**config.mk**
```make
export PLATFORM = sky130hd
export DESIGN_NAME = program_counter_address_unit
export DESIGN_NICKNAME = d
export VERILOG_FILES = /design/src/rtl/program_counter_address_unit_pkg.sv /design/src/rtl/program_counter_address_unit.sv
export SDC_FILE = /design/constraint.sdc
export NUM_CORES = 1
export LEC_CHECK = 0
export ABC_AREA = 1
export CAP_MARGIN = 20
export CORE_MARGIN = 2
export CORE_UTILIZATION = 30
export CTS_BUF_LIST = sky130_fd_sc_hd__clkbuf_2
export DETAILED_ROUTE_END_ITERATION = 6
export PLACE_DENSITY_LB_ADDON = 0.3
export SLEW_MARGIN = 20
export SYNTH_ARGS = -nofsm -noshare
export SYNTH_HDL_FRONTEND = slang
export SYNTH_SLANG_ARGS = --single-unit
```
**constraint.sdc**
```tcl
create_clock -name clk -period 1.79 [get_ports clk]
set_input_delay 0.4475 -clock clk [delete_from_list [all_inputs] [get_ports clk]]
set_output_delay 0.4475 -clock clk [all_outputs]
set_load 0.1 [all_outputs]
```
**src/rtl/program_counter_address_unit_pkg.sv**
```systemverilog
// Address-select codes and 6502 vector addresses shared by the decoder and the PC/address unit.
package program_counter_address_unit_pkg;

  localparam logic [1:0] ADR_SEL_PC   = 2'd0;
  localparam logic [1:0] ADR_SEL_MEM  = 2'd1;
  localparam logic [1:0] ADR_SEL_ALU  = 2'd2;
  localparam logic [1:0] ADR_SEL_HOLD = 2'd3;

  localparam logic [15:0] VEC_NMI   = 16'hFFFA;
  localparam logic [15:0] VEC_RESET = 16'hFFFC;
  localparam logic [15:0] VEC_IRQ   = 16'hFFFE;

endpackage

```
**src/rtl/program_counter_address_unit.sv**
```systemverilog
// Program counter and external address bus driver; runs the reset-vector fetch
// before releasing the decoder.
//
// state      | meaning
// VEC_LO     | driving RESET_VECTOR, capturing vector low byte
// VEC_HI     | driving RESET_VECTOR+1, loading PC from both vector bytes
// RUN        | normal operation, PC steps and address mux active
module program_counter_address_unit
  import program_counter_address_unit_pkg::*;
#(
  parameter logic [15:0] RESET_VECTOR = VEC_RESET
) (
  input  logic        clk,
  input  logic        res,
  input  logic        rdy_in,
  input  logic        pc_enable,
  input  logic [1:0]  address_select,
  input  logic [15:0] memory_address,
  input  logic [7:0]  alu_result,
  input  logic [7:0]  data_in,
  input  logic        pc_load,
  input  logic [15:0] pc_load_value,
  output logic [15:0] address_out,
  output logic [15:0] pc_out,
  output logic        cpu_rdy,
  output logic        vector_busy
);

  typedef enum logic [1:0] {
    ST_VEC_LO = 2'd0,
    ST_VEC_HI = 2'd1,
    ST_RUN    = 2'd2
  } state_e;

  state_e      state_q, state_d;
  logic [15:0] pc_q, pc_d;
  logic [7:0]  vec_lo_q, vec_lo_d;
  logic [15:0] addr_hold_q, addr_hold_d;
  logic [15:0] run_addr;

  // Zero-page indexed addresses never carry into the high byte.
  always_comb begin
    run_addr = pc_q;
    case (address_select)
      ADR_SEL_PC:   run_addr = pc_q;
      ADR_SEL_MEM:  run_addr = memory_address;
      ADR_SEL_ALU:  run_addr = {8'h00, alu_result};
      ADR_SEL_HOLD: run_addr = addr_hold_q;
      default:      run_addr = pc_q;
    endcase
  end

  always_comb begin
    state_d     = state_q;
    pc_d        = pc_q;
    vec_lo_d    = vec_lo_q;
    addr_hold_d = addr_hold_q;
    address_out = RESET_VECTOR;
    vector_busy = 1'b1;
    cpu_rdy     = 1'b0;
    case (state_q)
      ST_VEC_LO: begin
        address_out = RESET_VECTOR;
        if (rdy_in) begin
          vec_lo_d = data_in;
          state_d  = ST_VEC_HI;
        end
      end
      ST_VEC_HI: begin
        address_out = RESET_VECTOR + 16'd1;
        if (rdy_in) begin
          pc_d    = {data_in, vec_lo_q};
          state_d = ST_RUN;
        end
      end
      ST_RUN: begin
        address_out = run_addr;
        vector_busy = 1'b0;
        cpu_rdy     = rdy_in;
        if (rdy_in) begin
          addr_hold_d = run_addr;
          if (pc_load) begin
            pc_d = pc_load_value;
          end else if (pc_enable) begin
            pc_d = pc_q + 16'd1;
          end
        end
      end
      default: state_d = ST_VEC_LO;
    endcase
  end

  always_ff @(posedge clk) begin
    if (res) begin
      state_q     <= ST_VEC_LO;
      pc_q        <= 16'h0000;
      vec_lo_q    <= 8'h00;
      addr_hold_q <= 16'h0000;
    end else begin
      state_q     <= state_d;
      pc_q        <= pc_d;
      vec_lo_q    <= vec_lo_d;
      addr_hold_q <= addr_hold_d;
    end
  end

  assign pc_out = pc_q;

endmodule

```
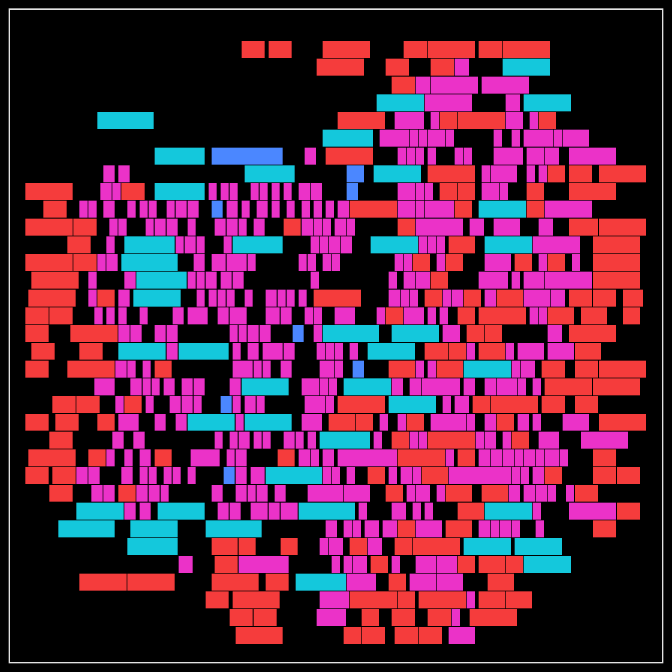
*Placement by cell class*
- flops: cyan (cells 42; share of their area 17%)
- clock drivers and dummy loads: blue (cells 8; share of their area 1.3%)
- combinational and other logic: magenta (cells 377; share of their area 42%)
- other buffers and delay cells: red (cells 167; share of their area 39%)

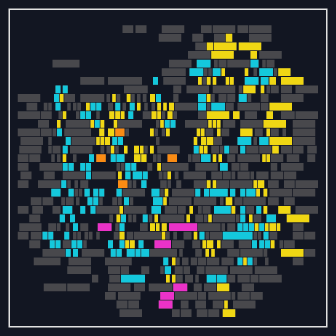
*Selected gate families*
- adder and majority cells: magenta (cells 6; where south)
- inverting AOI/OAI gates: cyan (cells 120)
- NAND gates: yellow (cells 128)
- XOR/XNOR gates: orange (cells 4)

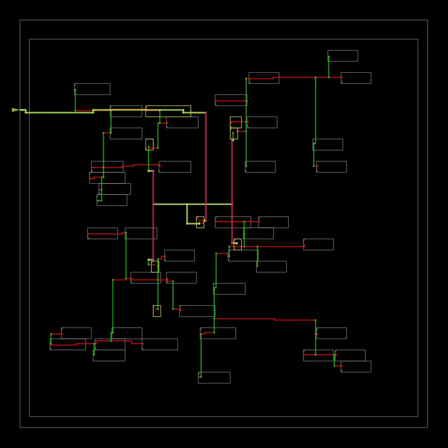
*Clock routing*
clk_lat worst skew: 430 ps
power attributed to the clock group: 0.572 mW
count of clock-net buffers in the final layout: 6
Num CTS Buffers: 5
Sink Count: 42

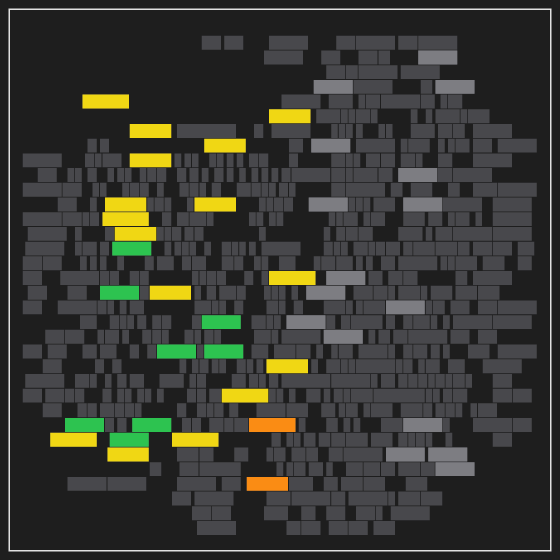
*Sequential cells grouped by signal name*
- state_q: orange (flops 2)
- vec_lo_q: green (flops 8)
- pc_out: yellow (flops 16)
- not colored: 16

how the worst max path moves through the flow:
| stage | start | end | slack (ps) |
|---|---|---|---|
| 5_1_grt | state_q[1] | address_out[4] | -560 |
| 6_report | state_q[1] | address_out[4] | -490 |
| 3_3_place_gp | address_select[1] | address_out[8] | -640 |
| 3_5_place_dp | address_select[1] | address_out[11] | -700 |
| 4_1_cts | state_q[0] | address_out[4] | -490 |
| 2_1_floorplan | address_select[0] | address_out[0] | -130 |
per-layer routing:
layer  GRT usage, %  vias up
met5              0        -
met4           5.69        0
met3           3.83       16
met2           37.0      129
li1               -     1744
met1           27.2     1624
sequential cells by signal, indices dropped and copies added, names as in the netlist:
signal,count
addr_hold_q,16
vec_lo_q,8
pc_out,16
state_q,2
==> out/writeup.txt <==
Yosys reports that the most numerous cell types are sky130_fd_sc_hd__nand2_1 (110), sky130_fd_sc_hd__nor2_1 (67), sky130_fd_sc_hd__a21oi_1 (45). The post-route met1 wirelength was 4410 µm. For this run, the detailed router reports a per-instance via density of 5.00. The count of input and output buffers was 88; the cell total in the yosys stat output was 439. Setup repair after global routing could not meet its margin everywhere. The clock network takes up 1.29% of total cell area after layout. After floorplanning, the die was sized to cover 9980 µm².

CTS reports a maximum clock tree buffer depth of 2. The tightest hold path in the finished design has a slack of 487 ps. At the placement stage, the worst setup path has a slack of -701 ps. Yosys printed 0 warnings. Summed over all failing endpoints, the final setup total negative slack is -8070 ps. The longest individual stage delay on the worst path is 420 ps, and the critical-path maximum fanout is 6. TritonCTS built the clock tree. For reference, the final report shows the hold violation count at 0.

H-tree depth: 2. The number of placed I/O pins was 89. Per the CTS log, the root buffer master is sky130_fd_sc_hd__clkbuf_2.

The tools report the count of maximum capacitance violations as 0. The multi-input combinational cells in the finished layout cover a total of 1970 µm². The detailed router reports a met2 wire length of 5140 µm. With the net switching power figure at 1.91 mW, the count of cell instances traversed by the critical path is 8.

The tools report the leftover overflow at the end of global routing as 0. The detailed-placement wirelength estimate is 7590 µm, and the actual transition at the worst max-transition pin is 330 ps. The share of power burned in the clock network was 13.6%; the row count was 34. The share of total power dissipated in combinational logic is 59.1%.

For this run, the post-layout net count is 654. The run gives 28 as the largest net degree at the start of global routing. For this run, the script counts the antenna cells in the layout as 0.

The mean instance size in the synthesized netlist was 6.28 µm². Launch instance of the worst register-to-register path: pc_out[0]. Of the total synthesized cell area, the portion taken by full adders, half adders and majority gates is 2.72%. In this run the static leakage power is 2.17 nW.

The logs give 3,579 for the number of global-route vias before repair and 660 for the total instance count after detailed placement. The checks that failed: setup timing. Per the OpenROAD floorplan log, the area of the core is 8810 µm².

Combinational share of cell area: 37.6%. The number of distinct standard cells referenced by the synthesized netlist is 31. The number of non-clock buffers came out at 167. The number of multi-input logic gates was 330; the number of sequential storage elements was 42. The biggest slice of the area belongs to buffers. Critical path launch point type: a register. The script reports the combined buffer and inverter count of the critical path as 5.

For the clock skew after layout, the log shows 32.4 ps. The wire length per cell after detailed routing works out to 14.9 µm. By instance count, the leading cell after synthesis is sky130_fd_sc_hd__nand2_1.

The routed design has 10,500 µm of wire. With the post-synthesis compound-gate area fraction at 26.3%, the cell area after placement is 4720 µm². STA classifies the critical path endpoint as an output pin. The final timing summary puts the cycle share of the worst path at 127%. The max-slew headroom at the worst pin is 78.0%. STA reports the tightest min-delay check as being of type reg2reg. The routed layout has 3,513 vias. The logs give 2760 µm² for the mapped cell area and 5 for the number of iterations in the first detailed-routing pass. The length of routed met3 wiring came out at 785 µm. The weighted congestion at the end of routability-driven global placement is 0.891, and the peak ir drop on the vdd network is 0.000401 V.

The layout-stage area growth over the synthesis result was 90.0%. The startpoint identified for the worst hold timing path is addr_hold_q[13]. The flow ran to the end, but the final reports show violations. The first global-routing pass estimated 17,100 µm of wire. Summing the areas of all and, or, nand and nor instances in the mapped netlist gives 28.8% of the synthesized area. For this run, the number of standard cells in the final layout without fillers is 702. The cell accounting for the most synthesized area was sky130_fd_sc_hd__dfxtp_1. Most common cell type on the critical path: sky130_fd_sc_hd__buf_12. Per the finish-stage timing summary, setup violations number 22. After filler insertion, the fill cell instance count of the layout stands at 763. The total power consumption of the routed design was 4.20 mW. With the worst-case setup margin in the final layout at -490 ps, the y dimension of the die is 99.9 µm. After clock tree synthesis, the clock-pin slew on the worst setup and hold paths is 240 ps.

The worst hold endpoint was addr_hold_q[13]. The top-area cell type share of the netlist area is 30.5%. The run gives 0.439 GHz as the maximum clock rate. Among logic cells in the layout, the one with the most instances is sky130_fd_sc_hd__nand2_1.
No activity file was given, so power comes from the tool's default toggle rates.
